`src/rtl/instr_fetch_unit.sv`:
```
// rtl/instr_fetch_unit.sv - PC owner and fetch queue feeding decode over valid/ready
// Optional fetch counter built only when FETCH_PERF_CNT_EN is defined.
module instr_fetch_unit #(
    parameter logic [31:0] RESET_PC    = 32'h0000_0000,
    parameter int          MEM_WORDS   = 128,
    parameter int          QUEUE_DEPTH = 2
) (
    input  logic        CLK,
    input  logic        Reset,
    output logic [31:0] PC,
    input  logic [31:0] Instr,
    input  logic        Redirect,
    input  logic [31:0] RedirectPC,
    input  logic        Halt,
    input  logic        DecReady,
    output logic        DecValid,
    output logic [31:0] DecInstr,
    output logic [31:0] DecPC,
    output logic        FetchFault,
    output logic [31:0] FetchCount
);

    localparam logic [31:0] MAX_PC = 32'(4 * MEM_WORDS - 4);
    localparam logic [2:0]  DEPTH  = 3'(QUEUE_DEPTH);
    localparam logic [1:0]  LAST   = 2'(QUEUE_DEPTH - 1);

    typedef enum logic [1:0] {ST_RUN, ST_STALL, ST_FAULT} state_t;

    state_t      state_q, state_d;
    logic [31:0] pc_q, pc_d;
    logic [2:0]  count_q, count_d;
    logic [1:0]  rd_ptr_q, rd_ptr_d, wr_ptr_q, wr_ptr_d;
    logic [31:0] qi_q [4];
    logic [31:0] qi_d [4];
    logic [31:0] qp_q [4];
    logic [31:0] qp_d [4];

    logic in_range, fetch_fault, dec_valid, deq, space, attempt, enq;

    function automatic logic [1:0] ptr_inc(input logic [1:0] p);
        return (p == LAST) ? 2'd0 : p + 2'd1;
    endfunction

    always_comb begin
        fetch_fault = (state_q == ST_FAULT);
        in_range    = (pc_q <= MAX_PC);
        dec_valid   = (count_q != 3'd0) && !Redirect;
        deq         = dec_valid && DecReady;
        space       = (count_q < DEPTH) || deq;
        attempt     = !Redirect && !Halt && !fetch_fault && space;
        enq         = attempt && in_range;
    end

    // Fault is sticky until a redirect; halt/backpressure only decide RUN vs STALL.
    always_comb begin
        state_d = state_q;
        if (Redirect)
            state_d = ST_RUN;
        else if (fetch_fault || (attempt && !in_range))
            state_d = ST_FAULT;
        else if (Halt || !space)
            state_d = ST_STALL;
        else
            state_d = ST_RUN;
    end

    always_comb begin
        qi_d     = qi_q;
        qp_d     = qp_q;
        pc_d     = pc_q;
        count_d  = count_q;
        rd_ptr_d = rd_ptr_q;
        wr_ptr_d = wr_ptr_q;
        if (Redirect) begin
            pc_d     = RedirectPC & 32'hFFFF_FFFC;
            count_d  = 3'd0;
            rd_ptr_d = 2'd0;
            wr_ptr_d = 2'd0;
        end else begin
            if (enq) begin
                qi_d[wr_ptr_q] = Instr;
                qp_d[wr_ptr_q] = pc_q;
                wr_ptr_d       = ptr_inc(wr_ptr_q);
                pc_d           = pc_q + 32'd4;
            end
            if (deq)
                rd_ptr_d = ptr_inc(rd_ptr_q);
            count_d = count_q + {2'b00, enq} - {2'b00, deq};
        end
    end

    always_ff @(posedge CLK) begin
        if (Reset) begin
            state_q  <= ST_RUN;
            pc_q     <= RESET_PC;
            count_q  <= 3'd0;
            rd_ptr_q <= 2'd0;
            wr_ptr_q <= 2'd0;
            for (int i = 0; i < 4; i++) begin
                qi_q[i] <= 32'h0;
                qp_q[i] <= 32'h0;
            end
        end else begin
            state_q  <= state_d;
            pc_q     <= pc_d;
            count_q  <= count_d;
            rd_ptr_q <= rd_ptr_d;
            wr_ptr_q <= wr_ptr_d;
            qi_q     <= qi_d;
            qp_q     <= qp_d;
        end
    end

`ifdef FETCH_PERF_CNT_EN
    logic [31:0] fcnt_q, fcnt_d;

    always_comb begin
        fcnt_d = fcnt_q + {31'h0, enq};
    end

    always_ff @(posedge CLK) begin
        if (Reset)
            fcnt_q <= 32'h0;
        else
            fcnt_q <= fcnt_d;
    end

    assign FetchCount = fcnt_q;
`else
    assign FetchCount = 32'h0;
`endif

    assign PC         = pc_q;
    assign DecValid   = dec_valid;
    assign DecInstr   = (count_q != 3'd0) ? qi_q[rd_ptr_q] : 32'h0;
    assign DecPC      = (count_q != 3'd0) ? qp_q[rd_ptr_q] : 32'h0;
    assign FetchFault = fetch_fault;

endmodule

```
`config.mk`:
```
export PLATFORM = sky130hd
export DESIGN_NAME = instr_fetch_unit
export DESIGN_NICKNAME = d
export VERILOG_FILES = /design/src/rtl/instr_fetch_unit.sv
export SDC_FILE = /design/constraint.sdc
export NUM_CORES = 1
export LEC_CHECK = 0
export ABC_AREA = 0
export CAP_MARGIN = 20
export CORE_MARGIN = 4
export CORE_UTILIZATION = 48
export DETAILED_ROUTE_END_ITERATION = 10
export PLACE_DENSITY_LB_ADDON = 0.12
export SYNTH_ARGS = -nofsm -noshare
export SYNTH_HDL_FRONTEND = slang
export SYNTH_SLANG_ARGS = --single-unit
```
`constraint.sdc`:
```
create_clock -name CLK -period 2.6 [get_ports CLK]
set_input_delay 0.39 -clock CLK [delete_from_list [all_inputs] [get_ports CLK]]
set_output_delay 0.39 -clock CLK [all_outputs]
set_load 0.01 [all_outputs]
```
Fig. 1: run 1, floorplan with the power grid
Scale bar: 50 um. Pins as bars on the die edge. Tap cells in grey.
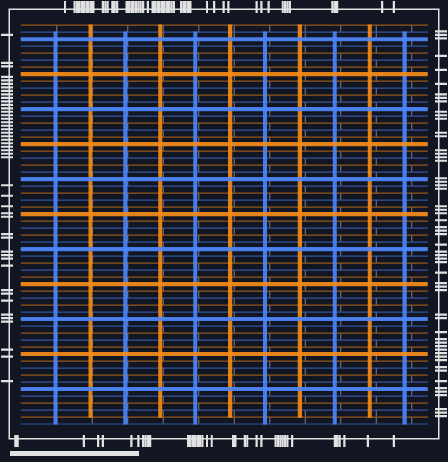
[VDD] orange
[VSS] blue
met1 rails: 58
tap cells: 324

Fig. 2: run 1, placed cells, one colour a class
Scale bar: 50 um.
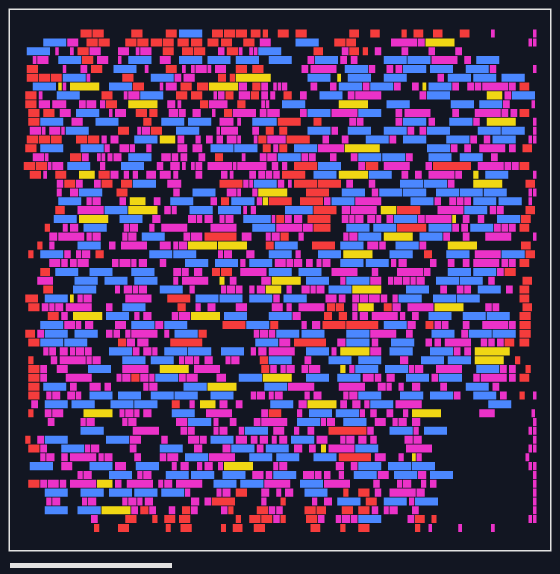
[clock drivers and dummy loads] yellow | cells: 54 | share of their area: 6.9%
[flip-flops] blue | cells: 287 | share of their area: 38%
[all other logic] magenta | cells: 749 | share of their area: 39%
[other buffers and delay cells] red | cells: 228 | share of their area: 16%

Fig. 3: run 1, clock wires, drivers and flops
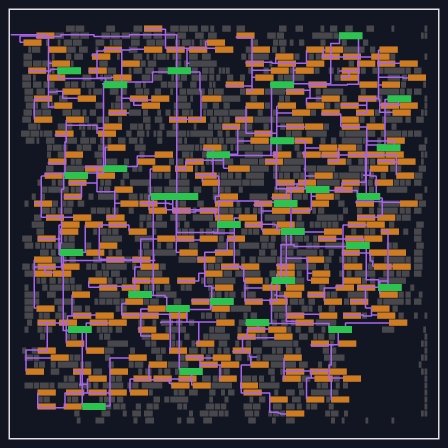
[flip-flops] orange | count: 287
[cells driving clock nets] green | count: 30
[clock wires] purple | length: 3410 um
routed clock nets: 31
part of the total power dissipated in the clock network: 47.1%
Worst Clk Skew: 0.0101 ns

==> Table 3: Implementation characteristics, run 1 <==
Table: implementation figures

Parameter                              Value

Status
  Result of the run .................. finished clean

Finish
  Reg area .................. 0.00575 mm2
  Nets@finish .................. 1370
  Largest Register .................. qi_q
  Fraction of final layout cells sized beyond drive strength 1 .................. 16.9%
  Non-clock buffering overhead .................. 15.3%
  Fill cell instance count of the final layout .................. 2064
  MI comb cells .................. 743
  Leading cell category by total area .................. combinational gates
  Layout overhead on the synthesized area .................. 27.9%
  Number of inverters outside the clock class in the layout .................. 6
  Number of non-clock buffers .................. 228
  FFs & Latches .................. 287
  Fin area .................. 0.0154 mm2
  Max FFs per register .................. 128
  Count of clock buffers in the final design .................. 46

Global routing
  Overall routing resource usage .................. 20.0%
  Routing usage on met3 .................. 3.62%
  Sum of overflow across all layers after global routing .................. 0
  Met2 usage .................. 33.5%
  Gr busiest metal .................. met2
  Pin count of the biggest net entering global routing .................. 82

Placed design
  Total placed instance area .................. 0.0140 mm2
  Post-Place Worst Slack .................. -0.248 ns
  Port bufs .................. 160

Clock network
  Post-cts hold buffer count .................. 0
  Clock transition at the registers of the reported paths .................. 0.06 ns
  TritonCTS clock tree .................. built
  CTS Buf Count .................. 30
  Root buf cell .................. sky130_fd_sc_hd__clkbuf_16
  Number of post-CTS setup repair buffers .................. 18
  CTS Buffer Depth .................. 3
  Number of resized instances in the post-cts repair step .................. 151
  Clock tree sinks .................. 287
  Clock latency at the later pin of the worst-skew pair .................. 0.54 ns

Synthesis
  Mux share of post-synthesis cell area .................. 16.7%
  Async SR Flop Fraction .................. 0%
  Share of the synthesized netlist area taken by xor and xnor gates .................. 0.655%
  Number of instances in the synthesized netlist .................. 1127
  Count leader, synth .................. sky130_fd_sc_hd__dfxtp_1
  Share of Yosys cell area claimed by the top area cell type .................. 47.7%
  Distinct cell type count of the synthesized netlist .................. 36
  Yosys Instances .................. 1127
  Yosys aoi share .................. 5.91%
  Syn Std Cell Area .................. 0.0120 mm2
  Number of warning messages in the yosys log .................. 0
  Dominant non-sequential cell family after synthesis .................. simple AND/OR/NAND/NOR gates
  Synthesized flop and latch total .................. 287
  List of most frequent post-synthesis cells .................. 287 x sky130_fd_sc_hd__dfxtp_1, 119 x sky130_fd_sc_hd__o21ai_0, 117 x sky130_fd_sc_hd__nand3b_1
  Post-synthesis sequential area ratio .................. 47.7%
  Avg Synthesized Cell Area .................. 10.7 um2
  Top cells by area .................. sky130_fd_sc_hd__dfxtp_1 48%, sky130_fd_sc_hd__mux4_2 12%, sky130_fd_sc_hd__nand3b_1 7.3%, sky130_fd_sc_hd__mux2i_1 5.2%, sky130_fd_sc_hd__and2_1 5.0%
  Area share of and/or/nand/nor cells after synthesis .................. 22.9%

Worst setup path
  Number of buffer and inverter instances along the worst setup path .................. 3
  Worst Path Max Fanout .................. 10
  Worst path arrival time .................. 2.15 ns
  Worst r2r path cells .................. 11
  Stage delay of the slowest cell on the critical path .................. 0.49 ns
  Launch instance of the worst register-to-register path .................. count_q[1]
  Kind of launch point of the worst setup path .................. register
  Stages on the worst setup path .................. 5
  Worst reg-to-reg setup slack .................. 0.11 ns
  Crit path kind .................. register to output pin
  Cell chain of the critical path .................. buf_12, buf_16, mux4_2, nor2b_1, dlygate4sd2_1
  Cell at the slowest stage of the critical path .................. sky130_fd_sc_hd__mux4_2
  Endpoint kind of the worst setup timing path .................. output pin
  CP endpoint .................. DecInstr[20]

Detailed routing
  Routed length on met2 .................. 13700 um
  Routed WL per cell .................. 17.4 um
  DR vias .................. 8516
  Met3 routed wirelength .................. 1440 um
  DRC violations left .................. 0
  Initial DRC count .................. 435
  Iteration tally of the first detailed-router pass .................. 5
  Detail-routed via count per cell .................. 5.19
  Detailed-route wire length .................. 28600 um
  Sum of routed wire segments on met1 .................. 12900 um

Job
  Max Cap Violations .................. 0

Floorplan
  Placement row count .................. 57
  Floorplan die area .................. 0.0277 mm2
  Boundary Pins .................. 199
  Number of well-tap cells placed .................. 324

Hold path
  Min-delay src .................. Redirect
  Min-delay worst type .................. input port to register
  Min-Delay Endpoint .................. wr_ptr_q[1]
  Number of instances on the worst hold path .................. 3

Power
  Leak .................. 5.79 nW
  Biggest power consumer among the groups .................. registers
  Comb power .................. 501 uW
  Internal power consumption .................. 7.41 mW
  Total Power .................. 9.37 mW

Timing
  Fmax achieved .................. 0.394 GHz
  Number of max-slew violations in the final report .................. 0
  Tightest hold margin .................. 0.322 ns
  Setup violations, final .................. 0
==> run 2: changes to the inputs <==
- GPL_TIMING_DRIVEN: not set -> 0
==> Table 3: Implementation characteristics, run 2 <==
Table: implementation figures

Parameter                              Value

Status
  Result of the run .................. finished, violations left
  Failing checks .................. setup timing

Worst setup path
  Stage delay of the slowest cell on the critical path .................. 0.53 ns
  Cell at the slowest stage of the critical path .................. sky130_fd_sc_hd__or4_4
  Cell chain of the critical path .................. inv_4, ha_4, nor4_4, or4_4, nor3_4, nand2_1, ha_1, inv_1, ha_2, fa_2, and2_4
  Kind of launch point of the worst setup path .................. register
  Stages on the worst setup path .................. 11
  Worst r2r path cells .................. 11
  CP endpoint .................. count_q[1]
  R2r endpoint .................. count_q[1]
  Endpoint kind of the worst setup timing path .................. register
  Crit path kind .................. register to register
  Number of buffer and inverter instances along the worst setup path .................. 2
  Worst path arrival time .................. 3.10 ns
  Launch instance of the worst register-to-register path .................. count_q[2]
  Worst reg-to-reg setup slack .................. -0.01 ns
  Worst Path Max Fanout .................. 3

Synthesis
  Share of the synthesized netlist area taken by xor and xnor gates .................. 0.655%
  Share of Yosys cell area claimed by the top area cell type .................. 47.7%
  Number of instances in the synthesized netlist .................. 1127
  Avg Synthesized Cell Area .................. 10.7 um2
  Mux share of post-synthesis cell area .................. 16.7%
  Yosys Instances .................. 1127
  Top cells by area .................. sky130_fd_sc_hd__dfxtp_1 48%, sky130_fd_sc_hd__mux4_2 12%, sky130_fd_sc_hd__nand3b_1 7.3%, sky130_fd_sc_hd__mux2i_1 5.2%, sky130_fd_sc_hd__and2_1 5.0%
  Yosys aoi share .................. 5.91%
  Async SR Flop Fraction .................. 0%
  Post-synthesis sequential area ratio .................. 47.7%
  Count leader, synth .................. sky130_fd_sc_hd__dfxtp_1
  Syn Std Cell Area .................. 0.0120 mm2
  Number of warning messages in the yosys log .................. 0
  List of most frequent post-synthesis cells .................. 287 x sky130_fd_sc_hd__dfxtp_1, 119 x sky130_fd_sc_hd__o21ai_0, 117 x sky130_fd_sc_hd__nand3b_1
  Dominant non-sequential cell family after synthesis .................. simple AND/OR/NAND/NOR gates
  Synthesized flop and latch total .................. 287
  Distinct cell type count of the synthesized netlist .................. 36
  Area share of and/or/nand/nor cells after synthesis .................. 22.9%

Finish
  FFs & Latches .................. 287
  Number of non-clock buffers .................. 314
  Layout overhead on the synthesized area .................. 30.4%
  Non-clock buffering overhead .................. 16.5%
  Count of clock buffers in the final design .................. 42
  Leading cell category by total area .................. combinational gates
  Reg area .................. 0.00576 mm2
  Largest Register .................. qi_q
  Number of inverters outside the clock class in the layout .................. 6
  Fraction of final layout cells sized beyond drive strength 1 .................. 18.5%
  Fill cell instance count of the final layout .................. 2053
  Fin area .................. 0.0157 mm2
  Nets@finish .................. 1457
  Max FFs per register .................. 128
  MI comb cells .................. 743

Placed design
  Detail Placement HPWL .................. 20800 um
  Post-Place Worst Slack .................. -0.856 ns
  Total placed instance area .................. 0.0142 mm2
  Port bufs .................. 158

Power
  Part of the total power dissipated in the clock network .................. 47.5%
  Part of the total power dissipated in sequential elements .................. 46.7%
  Comb power .................. 554 uW
  Leak .................. 5.88 nW
  Biggest power consumer among the groups .................. clock
  Total Power .................. 9.55 mW
  Internal power consumption .................. 7.50 mW
  Ratio of total power to cell area .................. 608 mW/mm2

Hold path
  Min-delay src .................. Redirect
  Min-delay worst type .................. input port to register
  Min-Delay Endpoint .................. wr_ptr_q[1]
  Number of instances on the worst hold path .................. 3

Floorplan
  Core Footprint .................. 0.0245 mm2
  Number of well-tap cells placed .................. 324
  Floorplan die area .................. 0.0277 mm2
  Boundary Pins .................. 199

Clock network
  Post-cts hold buffer count .................. 0
  Clock transition at the registers of the reported paths .................. 0.06 ns
  Number of post-CTS setup repair buffers .................. 24
  Number of resized instances in the post-cts repair step .................. 209
  CTS Buffer Depth .................. 3
  Clock tree sinks .................. 287
  Root buf cell .................. sky130_fd_sc_hd__clkbuf_16
  CTS Buf Count .................. 31
  TritonCTS clock tree .................. built
  Clock latency at the later pin of the worst-skew pair .................. 0.56 ns

Global routing
  Routing usage on met3 .................. 3.62%
  Gr busiest metal .................. met2
  Sum of overflow across all layers after global routing .................. 0
  Pin count of the biggest net entering global routing .................. 15
  Met2 usage .................. 36.0%

Timing
  Number of max-slew violations in the final report .................. 0
  Tightest hold margin .................. 0.302 ns
  Fmax achieved .................. 0.383 GHz
  Crit path setup slack, layout .................. -0.00953 ns
  Slew margin rel. .................. 60.3%
  Worst Clk Skew .................. 0.0164 ns
  Setup violations, final .................. 1

Job
  Max Cap Violations .................. 0

Detailed routing
  Detail-routed via count per cell .................. 5.22
  Sum of routed wire segments on met1 .................. 13900 um
  Routed length on met2 .................. 14600 um
  Met3 routed wirelength .................. 1810 um
  Iteration tally of the first detailed-router pass .................. 5
  Initial DRC count .................. 534
  DRC violations left .................. 0
Fig. 4: run 2, signal wires by layer
Scale bar: 50 um. Only two layers are drawn.
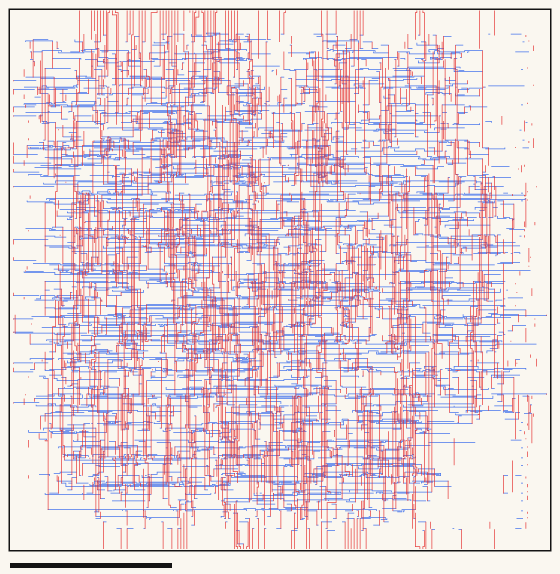
[met1] blue | wire length: 13900 um
[met2] red | wire length: 14600 um
Routed WL per cell: 18.0 um
DR vias: 9019
detailed-route wire length: 31000 um
overall routing resource usage: 21.7%

Fig. 5: run 2, floorplan with the power grid
Scale bar: 50 um. Pins as bars on the die edge. Tap cells in grey.
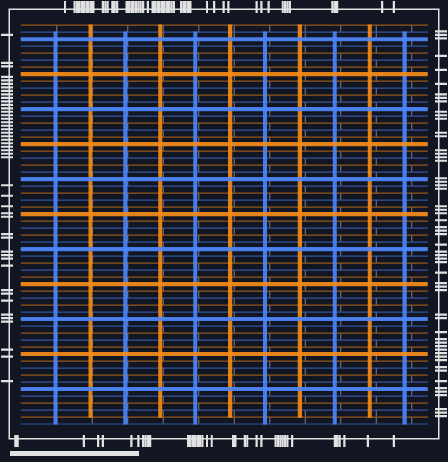
[VDD] orange
[VSS] blue
rows: 57
met4 straps: 11
met5 straps: 11

==> run 3: changes to the inputs <==
- CORE_UTILIZATION: 48 -> 58
- GPL_ROUTABILITY_DRIVEN: not set -> 0
- clock period: 2.6 -> 3.3 ns (I/O delays scaled with it)
==> Table 3: Implementation characteristics, run 3 <==
Table: implementation figures

Parameter                              Value

Placed design
  Detail Placement HPWL .................. 20700 um
  Total placed instance area .................. 0.0141 mm2
  Post-Place Worst Slack .................. -0.127 ns
  Port bufs .................. 158

Detailed routing
  Met3 routed wirelength .................. 1960 um
  Iteration tally of the first detailed-router pass .................. 5
  Detail-routed via count per cell .................. 5.52
  DRC violations left .................. 0
  DR vias .................. 9089
  Routed WL per cell .................. 18.4 um
  Routed length on met2 .................. 14400 um
  Antenna Nets Post-Route .................. 0
  Detailed-route wire length .................. 30300 um
  Initial DRC count .................. 397
  Sum of routed wire segments on met1 .................. 12900 um

Synthesis
  Number of warning messages in the yosys log .................. 0
  Syn Std Cell Area .................. 0.0120 mm2
  Yosys Instances .................. 1127
  Mux share of post-synthesis cell area .................. 16.7%
  Top cells by area .................. sky130_fd_sc_hd__dfxtp_1 48%, sky130_fd_sc_hd__mux4_2 12%, sky130_fd_sc_hd__nand3b_1 7.3%, sky130_fd_sc_hd__mux2i_1 5.2%, sky130_fd_sc_hd__and2_1 5.0%
  Commonest register cell after synthesis .................. sky130_fd_sc_hd__dfxtp_1
  Share of the synthesized netlist area taken by xor and xnor gates .................. 0.655%
  Dominant non-sequential cell family after synthesis .................. simple AND/OR/NAND/NOR gates
  Count leader, synth .................. sky130_fd_sc_hd__dfxtp_1
  Share of Yosys cell area claimed by the top area cell type .................. 47.7%
  List of most frequent post-synthesis cells .................. 287 x sky130_fd_sc_hd__dfxtp_1, 119 x sky130_fd_sc_hd__o21ai_0, 117 x sky130_fd_sc_hd__nand3b_1
  Avg Synthesized Cell Area .................. 10.7 um2
  Async SR Flop Fraction .................. 0%
  Yosys aoi share .................. 5.91%
  Post-synthesis sequential area ratio .................. 47.7%
  Area share of and/or/nand/nor cells after synthesis .................. 22.9%
  Post-synth EDFFs .................. 0
  Distinct cell type count of the synthesized netlist .................. 36
  Number of instances in the synthesized netlist .................. 1127
  Synthesized flop and latch total .................. 287

Floorplan
  Boundary Pins .................. 199
  Die Y-Extent .................. 152 um
  Placement row count .................. 52
  Core Footprint .................. 0.0203 mm2
  Floorplan die area .................. 0.0231 mm2
  Number of well-tap cells placed .................. 270
  Initial standard-cell utilization of the core .................. 59.3%

Job
  Number of warnings the tools reported .................. 29
  Max Cap Violations .................. 0

Finish
  Reg area .................. 0.00575 mm2
  Sequential share of cell area .................. 37.7%
  MI comb cells .................. 743
  Leading cell category by total area .................. combinational gates
  Combinational fraction of the cell area .................. 38.0%
  Nets@finish .................. 1428
  Most numerous logic cells after layout .................. 286 x sky130_fd_sc_hd__dfxtp_1, 158 x sky130_fd_sc_hd__clkdlybuf4s50_1, 119 x sky130_fd_sc_hd__o21ai_0, 117 x sky130_fd_sc_hd__nand3b_1, 97 x sky130_fd_sc_hd__and2_1
  Fin area .................. 0.0152 mm2
  Number of non-clock buffers .................. 286
  Fill cell instance count of the final layout .................. 1498
  Area used by multi-input combinational logic .................. 0.00579 mm2
  Relative area of clock buffers and inverters in the final design .................. 7.09%
  Largest Register .................. qi_q
  Count of clock buffers in the final design .................. 38
  FFs & Latches .................. 287
  Number of cells in the finished layout apart from fillers .................. 1646
  Top cell excl fill/tap .................. sky130_fd_sc_hd__dfxtp_1
  Non-clock buffering overhead .................. 14.9%
  Layout overhead on the synthesized area .................. 26.6%
  Max FFs per register .................. 128
  Fraction of final layout cells sized beyond drive strength 1 .................. 13.0%
  Number of inverters outside the clock class in the layout .................. 6

Clock network
  TritonCTS clock tree .................. built
  CTS Buf Count .................. 30
  Number of post-CTS setup repair buffers .................. 0
  Clock transition at the registers of the reported paths .................. 0.06 ns
  Clock latency at the later pin of the worst-skew pair .................. 0.55 ns
  Post-cts hold buffer count .................. 0
  Clock tree sinks .................. 287
  Number of resized instances in the post-cts repair step .................. 28
  CTS Buffer Depth .................. 3
  Root buf cell .................. sky130_fd_sc_hd__clkbuf_16

Worst setup path
  Worst path arrival time .................. 2.71 ns
  Launch instance of the worst register-to-register path .................. count_q[1]
  Cell family with most CP delay .................. buffers and inverters
  Cell chain of the critical path .................. nor3_4, buf_6, clkbuf_1, nor2b_1, clkdlybuf4s50_1
  CP endpoint .................. DecPC[8]
  Cell at the slowest stage of the critical path .................. sky130_fd_sc_hd__clkdlybuf4s50_1
  Startpoint of the worst setup timing path .................. count_q[1]
  Stages on the worst setup path .................. 5
  Worst Path Max Fanout .................. 10
  Number of buffer and inverter instances along the worst setup path .................. 3
  Stage delay of the slowest cell on the critical path .................. 0.52 ns
  Kind of launch point of the worst setup path .................. register
  Worst r2r path cells .................. 9
  Endpoint kind of the worst setup timing path .................. output pin
  R2r endpoint .................. qi_q[116]
  Worst reg-to-reg setup slack .................. 0.26 ns
  Crit path kind .................. register to output pin

Timing
  Fin. Hold Viols .................. 0
  Worst Clk Skew .................. 0.0192 ns
  Fmax achieved .................. 0.312 GHz
  Setup violations, final .................. 0
  Slew margin rel. .................. 55.6%
  Tightest hold margin .................. 0.401 ns
  Number of max-slew violations in the final report .................. 0
  Final-layout setup total negative slack .................. 0 ns
  Crit path setup slack, layout .................. 0.0960 ns

Power
  Comb power frac .................. 5.6%
  Total Power .................. 7.58 mW
  Part of the total power dissipated in the clock network .................. 48.1%
  Ratio of total power to cell area .................. 497 mW/mm2
  VDD IR-drop max .................. 365 uV
  Leak .................. 5.47 nW
  Part of the total power dissipated in sequential elements .................. 46.3%
  Sw Ratio .................. 21.4%
  Internal power consumption .................. 5.96 mW
  Comb power .................. 426 uW
  Biggest power consumer among the groups .................. clock

Hold path
  Min-delay src .................. Reset
  Min-Delay Endpoint .................. PC[31]
  Min-delay worst type .................. input port to register
  Number of instances on the worst hold path .................. 2

Global routing
  Initial antenna violation count .................. 0
  Met2 usage .................. 43.4%
  Gr busiest metal .................. met2
  Sum of overflow across all layers after global routing .................. 0
  Pin count of the biggest net entering global routing .................. 16
  Overall routing resource usage .................. 25.6%
  Routing usage on met3 .................. 4.21%

Status
  Result of the run .................. finished clean
Fig. 6: run 3, floorplan with the power grid
Scale bar: 50 um. Pins as bars on the die edge. Tap cells in grey.
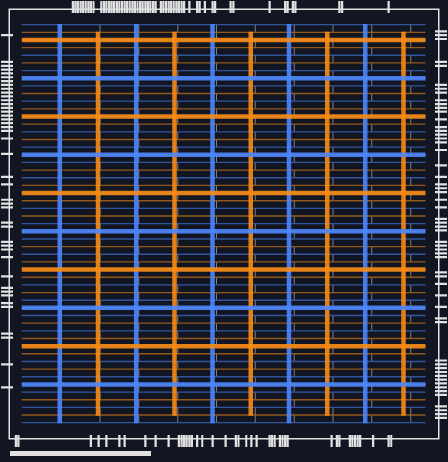
[VDD] orange
[VSS] blue
met4 straps: 10
signal pins: 199
met5 straps: 10
tap cells: 270
rows: 52

Fig. 7: run 3, placed cells, one colour a class
Scale bar: 50 um.
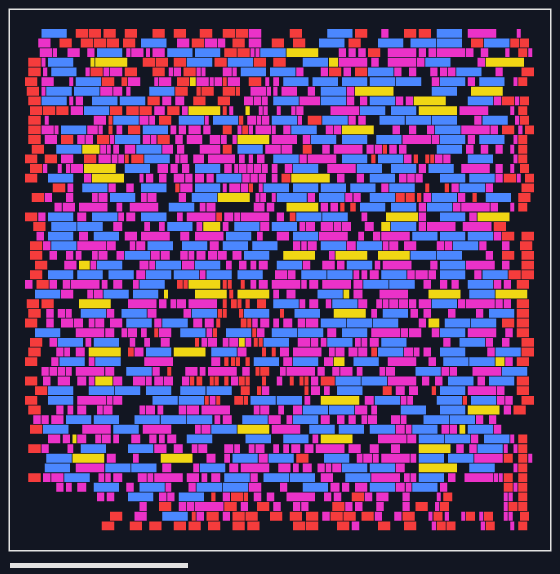
[other buffers and delay cells] red | cells: 286 | share of their area: 15%
[all other logic] magenta | cells: 749 | share of their area: 39%
[flip-flops] blue | cells: 287 | share of their area: 39%
[clock drivers and dummy loads] yellow | cells: 54 | share of their area: 7.3%

No activity file was given, so power comes from the tool's default toggle rates.
